**Logic cells by family**

(8 px per micron)
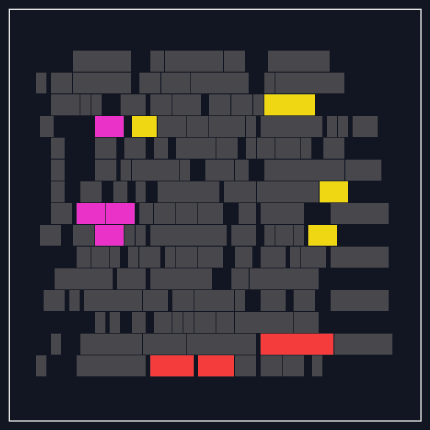
**Register map, names as in the netlist**

(6 px per micron)
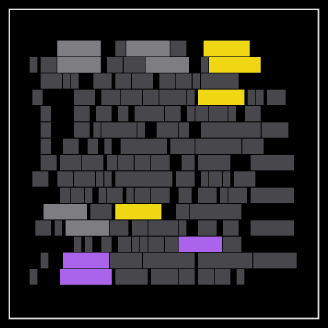
**Metal layers overlaid**

(8 px per micron)
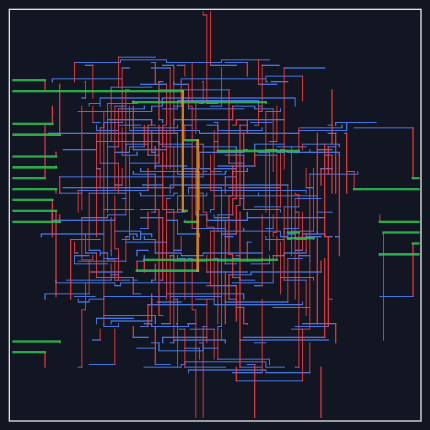
**I/O nets highlighted**

(10 px per micron)
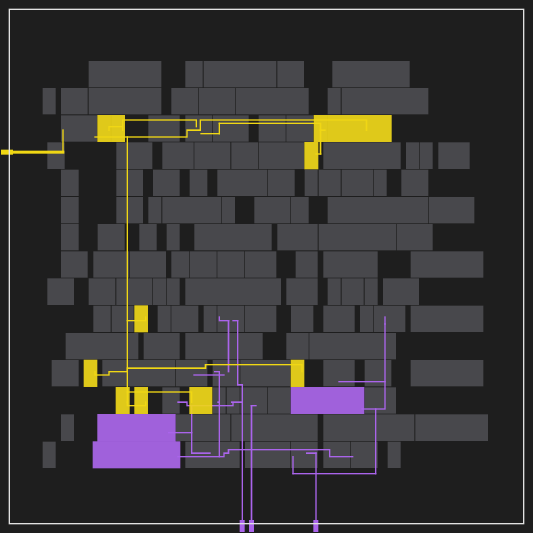
File: src/rtl/control_sequencer.sv
// control_sequencer: parametrised T-state instruction sequencer.
// Steps a T-state counter, latches the opcode on the fetch edge and emits one
// microstate code per cycle. It adds four things: a memory-ready stall, a
// resumable halt, an illegal-opcode pulse and a runaway-step watchdog.
// Optional feature: define SINGLE_STEP_EN to add the step_req input. When it is
// defined, every instruction parks in STEP_WAIT after NEXT until step_req is seen.
module control_sequencer #(
    parameter int INSTR_W   = 8,
    parameter int OPC_W     = 4,
    parameter int STATE_W   = 8,
    parameter int MAX_STEPS = 8
) (
    input  logic                         clk,
    input  logic                         reset,
    input  logic [INSTR_W-1:0]           instruction,
    input  logic                         mem_ready,
    input  logic                         resume,
`ifdef SINGLE_STEP_EN
    input  logic                         step_req,
`endif
    output logic [STATE_W-1:0]           state,
    output logic [$clog2(MAX_STEPS)-1:0] cycle,
    output logic [OPC_W-1:0]             opcode,
    output logic                         halted,
    output logic                         illegal
);

    localparam int CW = $clog2(MAX_STEPS);

    typedef enum logic [3:0] {
        S_FETCH_PC   = 4'd0,
        S_FETCH_INST = 4'd1,
        S_NEXT       = 4'd2,
        S_HALT       = 4'd3,
        S_ALU_EXEC   = 4'd4,
        S_ALU_STORE  = 4'd5,
        S_JUMP       = 4'd6,
        S_SET_REG    = 4'd7,
        S_MOV_FETCH  = 4'd8,
        S_MOV_LOAD   = 4'd9,
        S_MOV_STORE  = 4'd10,
        S_STEP_WAIT  = 4'd11
    } state_t;

    localparam logic [OPC_W-1:0] OP_NOP = OPC_W'(0);
    localparam logic [OPC_W-1:0] OP_HLT = OPC_W'(1);
    localparam logic [OPC_W-1:0] OP_ALU = OPC_W'(2);
    localparam logic [OPC_W-1:0] OP_JMP = OPC_W'(3);
    localparam logic [OPC_W-1:0] OP_LDI = OPC_W'(4);
    localparam logic [OPC_W-1:0] OP_MOV = OPC_W'(5);

    localparam logic [CW-1:0] LAST_STEP = CW'(MAX_STEPS - 1);

    state_t             r_state;
    logic [CW-1:0]      r_cycle;
    logic [OPC_W-1:0]   r_opcode;
    logic               r_halted;
    logic               r_illegal;

    state_t             w_state_nxt;
    logic [CW-1:0]      w_cycle_nxt;
    logic [CW-1:0]      w_cycle_inc;
    logic [OPC_W-1:0]   w_opc_in;
    logic [OPC_W-1:0]   w_opc_eff;
    logic               w_latch;
    logic               w_illegal_nxt;
    logic               w_unused_instr;

    // Only the opcode field of the instruction is decoded; the operand bits
    // belong to the datapath.
    assign w_opc_in       = instruction[INSTR_W-1 -: OPC_W];
    assign w_unused_instr = ^instruction;
    assign w_cycle_inc    = r_cycle + 1'b1;

    function automatic logic opc_legal(input logic [OPC_W-1:0] opc);
        return (opc == OP_NOP) || (opc == OP_HLT) || (opc == OP_ALU) ||
               (opc == OP_JMP) || (opc == OP_LDI) || (opc == OP_MOV);
    endfunction

    // Next-state, next-cycle and opcode-capture decision for the current T-state.
    always_comb begin
        w_state_nxt   = r_state;
        w_cycle_nxt   = r_cycle;
        w_opc_eff     = r_opcode;
        w_latch       = 1'b0;
        w_illegal_nxt = 1'b0;

        case (r_state)
            S_FETCH_PC: begin
                // The first FETCH_PC of an instruction reads the opcode. A
                // later one fetches the operand for JMP or LDI.
                w_cycle_nxt = w_cycle_inc;
                if (r_cycle == '0)
                    w_state_nxt = S_FETCH_INST;
                else if (r_opcode == OP_JMP)
                    w_state_nxt = S_JUMP;
                else if (r_opcode == OP_LDI)
                    w_state_nxt = S_SET_REG;
                else
                    w_state_nxt = S_NEXT;
            end
            S_FETCH_INST: begin
                // The branch decision uses the opcode captured on this edge,
                // not the stale latched one.
                if (mem_ready) begin
                    w_latch     = 1'b1;
                    w_opc_eff   = w_opc_in;
                    w_cycle_nxt = w_cycle_inc;
                    if (w_opc_in == OP_HLT)
                        w_state_nxt = S_HALT;
                    else if (w_opc_in == OP_ALU)
                        w_state_nxt = S_ALU_EXEC;
                    else if ((w_opc_in == OP_JMP) || (w_opc_in == OP_LDI))
                        w_state_nxt = S_FETCH_PC;
                    else if (w_opc_in == OP_MOV)
                        w_state_nxt = S_MOV_FETCH;
                    else
                        w_state_nxt = S_NEXT;
                end
            end
            S_ALU_EXEC: begin
                w_state_nxt = S_ALU_STORE;
                w_cycle_nxt = w_cycle_inc;
            end
            S_ALU_STORE, S_JUMP, S_SET_REG, S_MOV_STORE: begin
                w_state_nxt = S_NEXT;
                w_cycle_nxt = w_cycle_inc;
            end
            S_MOV_FETCH: begin
                w_state_nxt = S_MOV_LOAD;
                w_cycle_nxt = w_cycle_inc;
            end
            S_MOV_LOAD: begin
                if (mem_ready) begin
                    w_state_nxt = S_MOV_STORE;
                    w_cycle_nxt = w_cycle_inc;
                end
            end
            S_NEXT: begin
`ifdef SINGLE_STEP_EN
                w_state_nxt = S_STEP_WAIT;
`else
                w_state_nxt = S_FETCH_PC;
                w_cycle_nxt = '0;
`endif
            end
            S_HALT: begin
                if (resume) begin
                    w_state_nxt = S_FETCH_PC;
                    w_cycle_nxt = '0;
                end
            end
            S_STEP_WAIT: begin
`ifdef SINGLE_STEP_EN
                if (step_req) begin
                    w_state_nxt = S_FETCH_PC;
                    w_cycle_nxt = '0;
                end
`else
                // Unreachable without single-step; an upset here just restarts.
                w_state_nxt = S_FETCH_PC;
                w_cycle_nxt = '0;
`endif
            end
            default: begin
                w_state_nxt = S_NEXT;
                w_cycle_nxt = w_cycle_inc;
            end
        endcase

        // The watchdog overrides everything, including a stall. It stays clear
        // of STEP_WAIT, which would otherwise loop through NEXT forever.
        if ((r_cycle == LAST_STEP) && (r_state != S_NEXT) &&
            (r_state != S_HALT) && (r_state != S_STEP_WAIT)) begin
            w_state_nxt = S_NEXT;
            w_cycle_nxt = r_cycle;
            w_latch     = 1'b0;
            w_opc_eff   = r_opcode;
        end

        w_illegal_nxt = (w_state_nxt == S_NEXT) && !opc_legal(w_opc_eff);
    end

    // State, T-state counter, opcode latch and registered status flags.
    always_ff @(posedge clk) begin
        if (reset) begin
            r_state   <= S_FETCH_PC;
            r_cycle   <= '0;
            r_opcode  <= '0;
            r_halted  <= 1'b0;
            r_illegal <= 1'b0;
        end else begin
            r_state   <= w_state_nxt;
            r_cycle   <= w_cycle_nxt;
            r_halted  <= (w_state_nxt == S_HALT);
            r_illegal <= w_illegal_nxt;
            if (w_latch)
                r_opcode <= w_opc_in;
        end
    end

    assign state   = STATE_W'(r_state);
    assign cycle   = r_cycle;
    assign opcode  = r_opcode;
    assign halted  = r_halted;
    assign illegal = r_illegal;

endmodule

File: config.mk
export PLATFORM = sky130hd
export DESIGN_NAME = control_sequencer
export DESIGN_NICKNAME = d
export VERILOG_FILES = /design/src/rtl/control_sequencer.sv
export SDC_FILE = /design/constraint.sdc
export NUM_CORES = 1
export LEC_CHECK = 0
export CAP_MARGIN = 0
export CORE_MARGIN = 3
export CORE_UTILIZATION = 46
export DETAILED_ROUTE_END_ITERATION = 12
export GPL_ROUTABILITY_DRIVEN = 0
export PLACE_DENSITY = 0.79
export REMOVE_ABC_BUFFERS = 1
export SETUP_SLACK_MARGIN = 0.5
export SYNTH_ARGS = -nofsm -noshare
export SYNTH_HDL_FRONTEND = slang
export SYNTH_SLANG_ARGS = --single-unit
File: constraint.sdc
create_clock -name clk -period 2.4 [get_ports clk]
set_clock_uncertainty 0.15 [all_clocks]
set_input_delay 0.6 -clock clk [delete_from_list [all_inputs] [get_ports clk]]
set_output_delay 0.6 -clock clk [all_outputs]
set_load 0.1 [all_outputs]
==> notes.md <==
The flow run is done. The run finished with clean final reports. Cell count listed in synth_stat.txt landed at 106. Basic-gate share of the synthesized area counting and, or, nand and nor cells landed at 34.1%. Per the timing report, the most critical flop-to-flop path finishes at halted. In this run, synthesis inferred 0 flip-flops with an integrated enable. Signal routing reaches up to met4.

Number of instances in the synthesized netlist landed at 106. Layout filler cell count landed at 133. Net switching power landed at 0.948 mW. Net switching is 52.9% of the power. For this run, the final setup violation count is recorded as 0. Met2 track utilization from global routing landed at 28.8%. A synthesized cell averages 8.90 sq um. Fraction of layout cells with a size suffix above 1 landed at 48.1%. Pin placement for this block handled 29 I/O pins. Maximum fanout encountered on the critical timing path landed at 4. The clock network power reported by the tool is 0.133 mW. The worst setup path is captured at a flip-flop. The internal portion of the total power is 0.846 mW. By area, the class that comes first in the final layout consists of combinational gates.

Part of the power in combinational logic landed at 71.2%. For the worst min-delay path, the startpoint reported by OpenROAD is cycle[1]. Met1 wire length landed at 1090 microns. Maximum vdd drop landed at 0.000901 V. Post-synth the commonest register cell is dfxtp_1. In the power breakdown, the biggest contributor is combinational cells. Worst setup slack after layout landed at 549 ps. Logged for this run, the post-placement worst setup slack is 33.6 ps. Number of global-route vias before repair landed at 797. Leaving out fill and tap cells, the most frequent cells in the layout are buf_4 (19), nor2_1 (14), dfxtp_1 (7). In this run the power density over the cells is 1320 nW/um^2.
## Picture notes: 'logic cells by family'
[yellow] non-inverting ao/oa cells | cells: 4
[magenta] mux cells | cells: 4 | most used: mux2i_1 | where: west
[red] fa/ha/maj cells | cells: 3

## Picture notes: 'register map, names as in the netlist'
[yellow] r_state | flops: 4
[purple] cycle | flops: 3
not coloured: 6
sequential share of cell area: 20.1%
Post-Route Utilization: 74.4%
total area of sequential cells: 273 sq um
Sequential Power: 0.384 mW

## Picture notes: 'metal layers overlaid'
[red] M2 | wire length: 1,160 microns
[blue] M1 | wire length: 1,090 microns
[orange] M4 | wire length: 31.3 microns
[green] M3 | wire length: 163 microns

## Picture notes: 'I/O nets highlighted'
[purple] cycle | direction: output | end cells: 3 | buffers: 4 | wire: 126 microns
[yellow] reset | direction: input | end cells: 11 | buffers: 2 | wire: 126 microns

Power and IR drop assume default switching activity.
